**Congestion heat map**

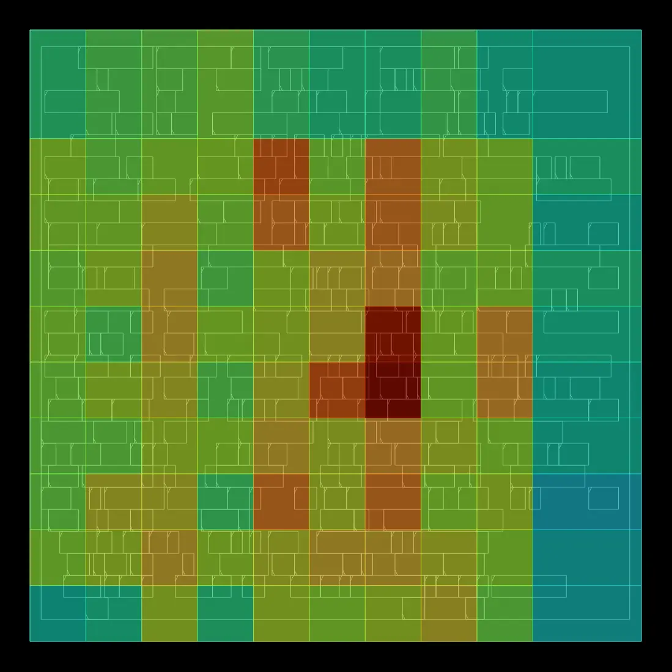
**Zoomed window**

Window x 44 to 69, y 44 to 69 microns. Cells in gray, sequential cells in the stronger gray; small squares are vias.
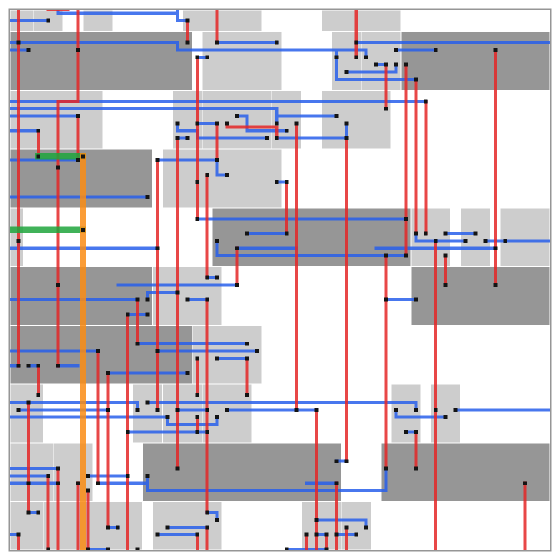
File: src/rtl/dtc_therm_window_accum.sv
// Converts thermometer-coded classifier results to levels, flags malformed codes and
// accumulates sum/count/bad/max over windows of WINDOW accepted samples.
module dtc_therm_window_accum #(
  parameter  int W      = 9,
  parameter  int WINDOW = 8,
  localparam int SUM_W  = $clog2(WINDOW * W + 1),
  localparam int CNT_W  = $clog2(WINDOW + 1)
) (
  input  logic             clk_i,
  input  logic             rst_i,
  input  logic             in_valid_i,
  output logic             in_ready_o,
  input  logic [W-1:0]     in_therm_i,
  input  logic             flush_i,
  output logic             out_valid_o,
  input  logic             out_ready_i,
  output logic [SUM_W-1:0] out_sum_o,
  output logic [CNT_W-1:0] out_count_o,
  output logic [CNT_W-1:0] out_bad_o,
  output logic [3:0]       out_max_o
);

  // Handshake: a transfer happens on a rising edge where valid and ready are both high;
  // valid never depends on ready, and out_* stay stable while out_valid_o is high.
  typedef enum logic {ST_ACCUM = 1'b0, ST_HOLD = 1'b1} state_t;

  state_t           state_q, state_d;
  logic [SUM_W-1:0] acc_sum_q, acc_sum_d;
  logic [CNT_W-1:0] acc_cnt_q, acc_cnt_d;
  logic [CNT_W-1:0] acc_bad_q, acc_bad_d;
  logic [3:0]       acc_max_q, acc_max_d;
  logic [SUM_W-1:0] out_sum_q, out_sum_d;
  logic [CNT_W-1:0] out_cnt_q, out_cnt_d;
  logic [CNT_W-1:0] out_bad_q, out_bad_d;
  logic [3:0]       out_max_q, out_max_d;

  logic [3:0]       level;
  logic             malformed;
  logic             accept;
  logic             close;
  logic [SUM_W-1:0] sum_upd;
  logic [CNT_W-1:0] cnt_upd;
  logic [CNT_W-1:0] bad_upd;
  logic [3:0]       max_upd;

  assign level     = 4'($countones(in_therm_i));
  // Well-formed codes are 2^k-1; adding one clears every set bit only for those.
  assign malformed = |(in_therm_i & (in_therm_i + W'(1)));

  assign in_ready_o  = (state_q == ST_ACCUM) && !rst_i;
  assign out_valid_o = (state_q == ST_HOLD);
  assign accept      = in_valid_i && in_ready_o;

  assign sum_upd = acc_sum_q + (accept ? SUM_W'(level) : '0);
  assign cnt_upd = acc_cnt_q + CNT_W'(accept);
  assign bad_upd = acc_bad_q + CNT_W'(accept && malformed);
  assign max_upd = (accept && (level > acc_max_q)) ? level : acc_max_q;

  assign close = (state_q == ST_ACCUM) &&
                 ((accept && (acc_cnt_q == CNT_W'(WINDOW - 1))) ||
                  (flush_i && ((acc_cnt_q != '0) || accept)));

  always_comb begin
    state_d   = state_q;
    acc_sum_d = acc_sum_q;
    acc_cnt_d = acc_cnt_q;
    acc_bad_d = acc_bad_q;
    acc_max_d = acc_max_q;
    out_sum_d = out_sum_q;
    out_cnt_d = out_cnt_q;
    out_bad_d = out_bad_q;
    out_max_d = out_max_q;
    case (state_q)
      ST_ACCUM: begin
        if (close) begin
          out_sum_d = sum_upd;
          out_cnt_d = cnt_upd;
          out_bad_d = bad_upd;
          out_max_d = max_upd;
          acc_sum_d = '0;
          acc_cnt_d = '0;
          acc_bad_d = '0;
          acc_max_d = '0;
          state_d   = ST_HOLD;
        end else begin
          acc_sum_d = sum_upd;
          acc_cnt_d = cnt_upd;
          acc_bad_d = bad_upd;
          acc_max_d = max_upd;
        end
      end
      ST_HOLD: begin
        if (out_ready_i) state_d = ST_ACCUM;
      end
      default: state_d = ST_ACCUM;
    endcase
  end

  always_ff @(posedge clk_i or posedge rst_i) begin
    if (rst_i) begin
      state_q   <= ST_ACCUM;
      acc_sum_q <= '0;
      acc_cnt_q <= '0;
      acc_bad_q <= '0;
      acc_max_q <= '0;
      out_sum_q <= '0;
      out_cnt_q <= '0;
      out_bad_q <= '0;
      out_max_q <= '0;
    end else begin
      state_q   <= state_d;
      acc_sum_q <= acc_sum_d;
      acc_cnt_q <= acc_cnt_d;
      acc_bad_q <= acc_bad_d;
      acc_max_q <= acc_max_d;
      out_sum_q <= out_sum_d;
      out_cnt_q <= out_cnt_d;
      out_bad_q <= out_bad_d;
      out_max_q <= out_max_d;
    end
  end

  assign out_sum_o   = out_sum_q;
  assign out_count_o = out_cnt_q;
  assign out_bad_o   = out_bad_q;
  assign out_max_o   = out_max_q;

endmodule

File: config.mk
export PLATFORM = sky130hd
export DESIGN_NAME = dtc_therm_window_accum
export DESIGN_NICKNAME = d
export VERILOG_FILES = /design/src/rtl/dtc_therm_window_accum.sv
export SDC_FILE = /design/constraint.sdc
export NUM_CORES = 1
export LEC_CHECK = 0
export CAP_MARGIN = 20
export CELL_PAD_IN_SITES_DETAIL_PLACEMENT = 0
export CELL_PAD_IN_SITES_GLOBAL_PLACEMENT = 1
export CORE_UTILIZATION = 42
export CTS_CLUSTER_SIZE = 40
export DETAILED_ROUTE_END_ITERATION = 10
export PLACE_DENSITY_LB_ADDON = 0.1
export SLEW_MARGIN = 40
export SYNTH_ARGS = -nofsm -noshare
export SYNTH_HDL_FRONTEND = slang
export SYNTH_SLANG_ARGS = --single-unit
export TNS_END_PERCENT = 10
File: constraint.sdc
create_clock -name clk_i -period 2.5 [get_ports clk_i]
set_input_delay 0.25 -clock clk_i [delete_from_list [all_inputs] [get_ports clk_i]]
set_output_delay 0.25 -clock clk_i [all_outputs]
set_load 0.05 [all_outputs]
==> impl_metrics.csv <==
group,metric,value,unit
yosys,enable_flop_cells,0,
routing,drt_iter0_markers,75,
worst_setup_path,cp.arrival,4.08,ns
routing,post_drt_wl_per_cell,13.8,microns
worst_setup_path,worstPathMaxFanout,3,
clock_network,cts_buffers,5,
yosys,mux_share,0.0535,
timing,slew_headroom,0.660,
worst_setup_path,required,2.73,ns
yosys,simple_gate_share,0.111,
run,tool_warnings,31,
finish,mostFrequentLayoutCell,"dfrtp_1",
die,core,5140,sq um
clock_network,clock-sinks,39,
grt,grt_max_degree,40,
die,die_w,75.5,microns
clock_network,clk_pin_slew,0.08,ns
timing,drv_slew,0,
worst_setup_path,rr_startpoint,"out_valid_o",
die,die_h,75.5,microns
worst_setup_path,critical_path_class,"input port to flip-flop",
timing,rsz0062_at_grt,"true",
grt,overflow,0,
run,drv_cap,0,
yosys,ys_area,2270,sq um
power_and_ir_drop,vdd_drop_max,0.000693,V
routing,drc,0,
timing,min_period,3.85,ns
yosys,syn_avg_cell_area,10.3,sq um
yosys,ys_dominant_reg_cell,"dfrtp_1",
power_and_ir_drop,leakage,0.00154,uW
finish,stdcell_count,356,
place,finalWeightedCongestion,0.736,
yosys,netlist.area_leader.share,0.430,
die,chipArea,5700,sq um
routing,first_pass_iters,4,
clock_network,worstSkewPairLatency,0.30,ns
routing,ant_nets,0,
place,portBuffers,34,
yosys,ys_ff,39,
timing,finClkSkew,0.00467,ns
grt,grt_pass1_wl,8030,microns
die,num_io_pins,35,
power_and_ir_drop,power.density,1110,nW/um^2
grt,grt_pass1_vias,1655,
die,rows,26,
yosys,syn_area,2270,sq um
clock_network,cts_tree,"built",
yosys,ys_seq_frac,0.430,
worst_setup_path,cp-startpoint,"in_therm_i[1]",
yosys,synthesis.nets,256,
worst_setup_path,cp-start-kind,"input port",
timing,whs,0.447,ns
finish,nets,321,
grt,antenna_found_initial,0,
yosys,yosys_cells,220,
worst_hold_path,hold_class,"input port to async pin",
routing,via_per_inst,4.91,
run_status,status,"complete, but fails checks",
place,placed_cells,343,
routing,wl,4900,microns
finish,drive_above_1_share,0.301,
yosys,synth_cell_types,38,
yosys,synth_xor_xnor_area_share,0.0540,
finish,area_growth_syn_to_layout,39.6,%
yosys,topCellsByArea,"dfrtp_1, ha_1, fa_1",
timing,finalSetupViolCount,22,
place,dp_hpwl,3470,microns
timing,clock.fmax,260,MHz
clock_network,cts_max_level,2,
finish,antenna_cells,0,
timing,timing.final.crit_share,1.54,
worst_setup_path,crit_path_end_kind,"flip-flop",
yosys,synthArstFlopShare,1.00,
routing,vias,1747,
yosys,syn_inst,220,
clock_network,cts_buffer_depth,2,
timing,hold_viol,0,
yosys,top_area_cell,"dfrtp_1",
finish,fill_cells,453,
yosys,adder_share,0.141,
yosys,synth.most_common_cell,"dfrtp_1",
timing,setup_ws,-1.35,ns
run_status,failed_checks,"setup timing",
About 'congestion heat map':
final core occ: 0.617
layer with the highest usage: met2
gr usage total: 0.193
M2 GR Usage: 0.302

About 'zoomed window':
layer	color
met2	red
met1	blue
met4	orange
met3	green
sequential cells in the window	9
cells with their middle in the window	34
netlist names of flops here include	acc_sum_q (2), out_bad_o (2), out_sum_o (2)
most frequent	dfrtp_1 (9), nand2_1 (6), o21ai_0 (4)

[report_power, final]
group / total (uW) / switching (uW) / leakage, uW / internal [uW]
Clock: 541 / 244 / 0.0000581 / 297
Sequential: 991 / 147 / 0.000522 / 844
Combinational: 1990 / 1140 / 0.000956 / 853
Total: 3520 / 1530 / 0.00154 / 1990
[stage by stage]
step | util | setup WS [ns] | total power (uW) | area (sq um) | setup TNS [ns]
global route | 0.617 | -1.44 | 3760 | 3170 | -25.97
detailed placement | 0.562 | -2.27 | 2800 | 2890 | -43.43
floorplan | - | -1.40 | 2240 | 2320 | -25.93
finish | 0.617 | -1.35 | 3520 | 3170 | -23.69
CTS | 0.597 | -1.36 | 3440 | 3070 | -23.49
global placement | 0.562 | -2.16 | 2770 | 2890 | -42.09
[cell families (layout without fill, tap and decap cells)]
family          Yosys count  after routing
simple gates             53             53
compound gates           46             47
flops                    39             39
buf+inv                  37            102
fa+ha+maj                22             22
xor+xnor                 14             14
mux                       9              9
[final timing paths]
path,slack [ns],endpoint,depth (start not counted)
worst max-delay path,-1.35,acc_sum_q[4],17
worst min-delay path,0.45,out_sum_o[0],3
worst max register to register,0.27,acc_sum_q[4],11
worst min register to register,0.47,out_sum_o[3],2
max in group asynchronous,1.71,acc_bad_q[3],3
min in group clk_i,0.47,out_sum_o[3],2
[routing by layer]
metal  up-vias  GRT usage  routed length (microns)  part of all wire
li1        873          -                        -                 -
met1       830      0.276                     2380              0.49
met2        38      0.302                     2290              0.47
met3         6     0.0463                      187             0.038
met4         0     0.0370                       41            0.0084
met5         -          0                        0                 0
[what timing repair did]
action,CTS,global route
endpoints found under the setup margin,22,22
hold buffers,0,0
pin swaps,15,7
gates cloned,1,0
setup buffers,2,2
resized,29,21
[layout make-up]
cell class | instances | area, sq um | area share
Clock buffer | 5 | 68.8 | 0.0217
Clock inverter | 3 | 43.8 | 0.0138
Inverter | 29 | 119 | 0.0375
Multi-Input combinational cell | 145 | 1290 | 0.408
Sequential cell | 39 | 976 | 0.308
Tap cell | 70 | 87.6 | 0.0276
Timing Repair Buffer | 65 | 581 | 0.183
[flip-flops by register name (all words and copies together), names as in the netlist]
| register | cells |
|---|---|
| acc_bad_q | 4 |
| acc_cnt_q | 4 |
| acc_max_q | 4 |
| acc_sum_q | 7 |
| out_bad_o | 4 |
| out_count_o | 4 |
| out_max_o | 4 |
| out_sum_o | 7 |
| out_valid_o | 1 |
[worst max-delay path, cell delays in order]
cell and delay [ns]:
buf_8 0.09, inv_8 0.03, fa_1 0.54, fa_1 0.42, fa_1 0.51, inv_2 0.04, fa_2 0.34, inv_2 0.08
fa_2 0.45, inv_4 0.10, nand2_4 0.06, fa_2 0.34, nor2b_2 0.14, o21ai_2 0.08, and2_4 0.17, or3_1 0.32
a21oi_2 0.13
Power is estimated from default activity; no workload was simulated.
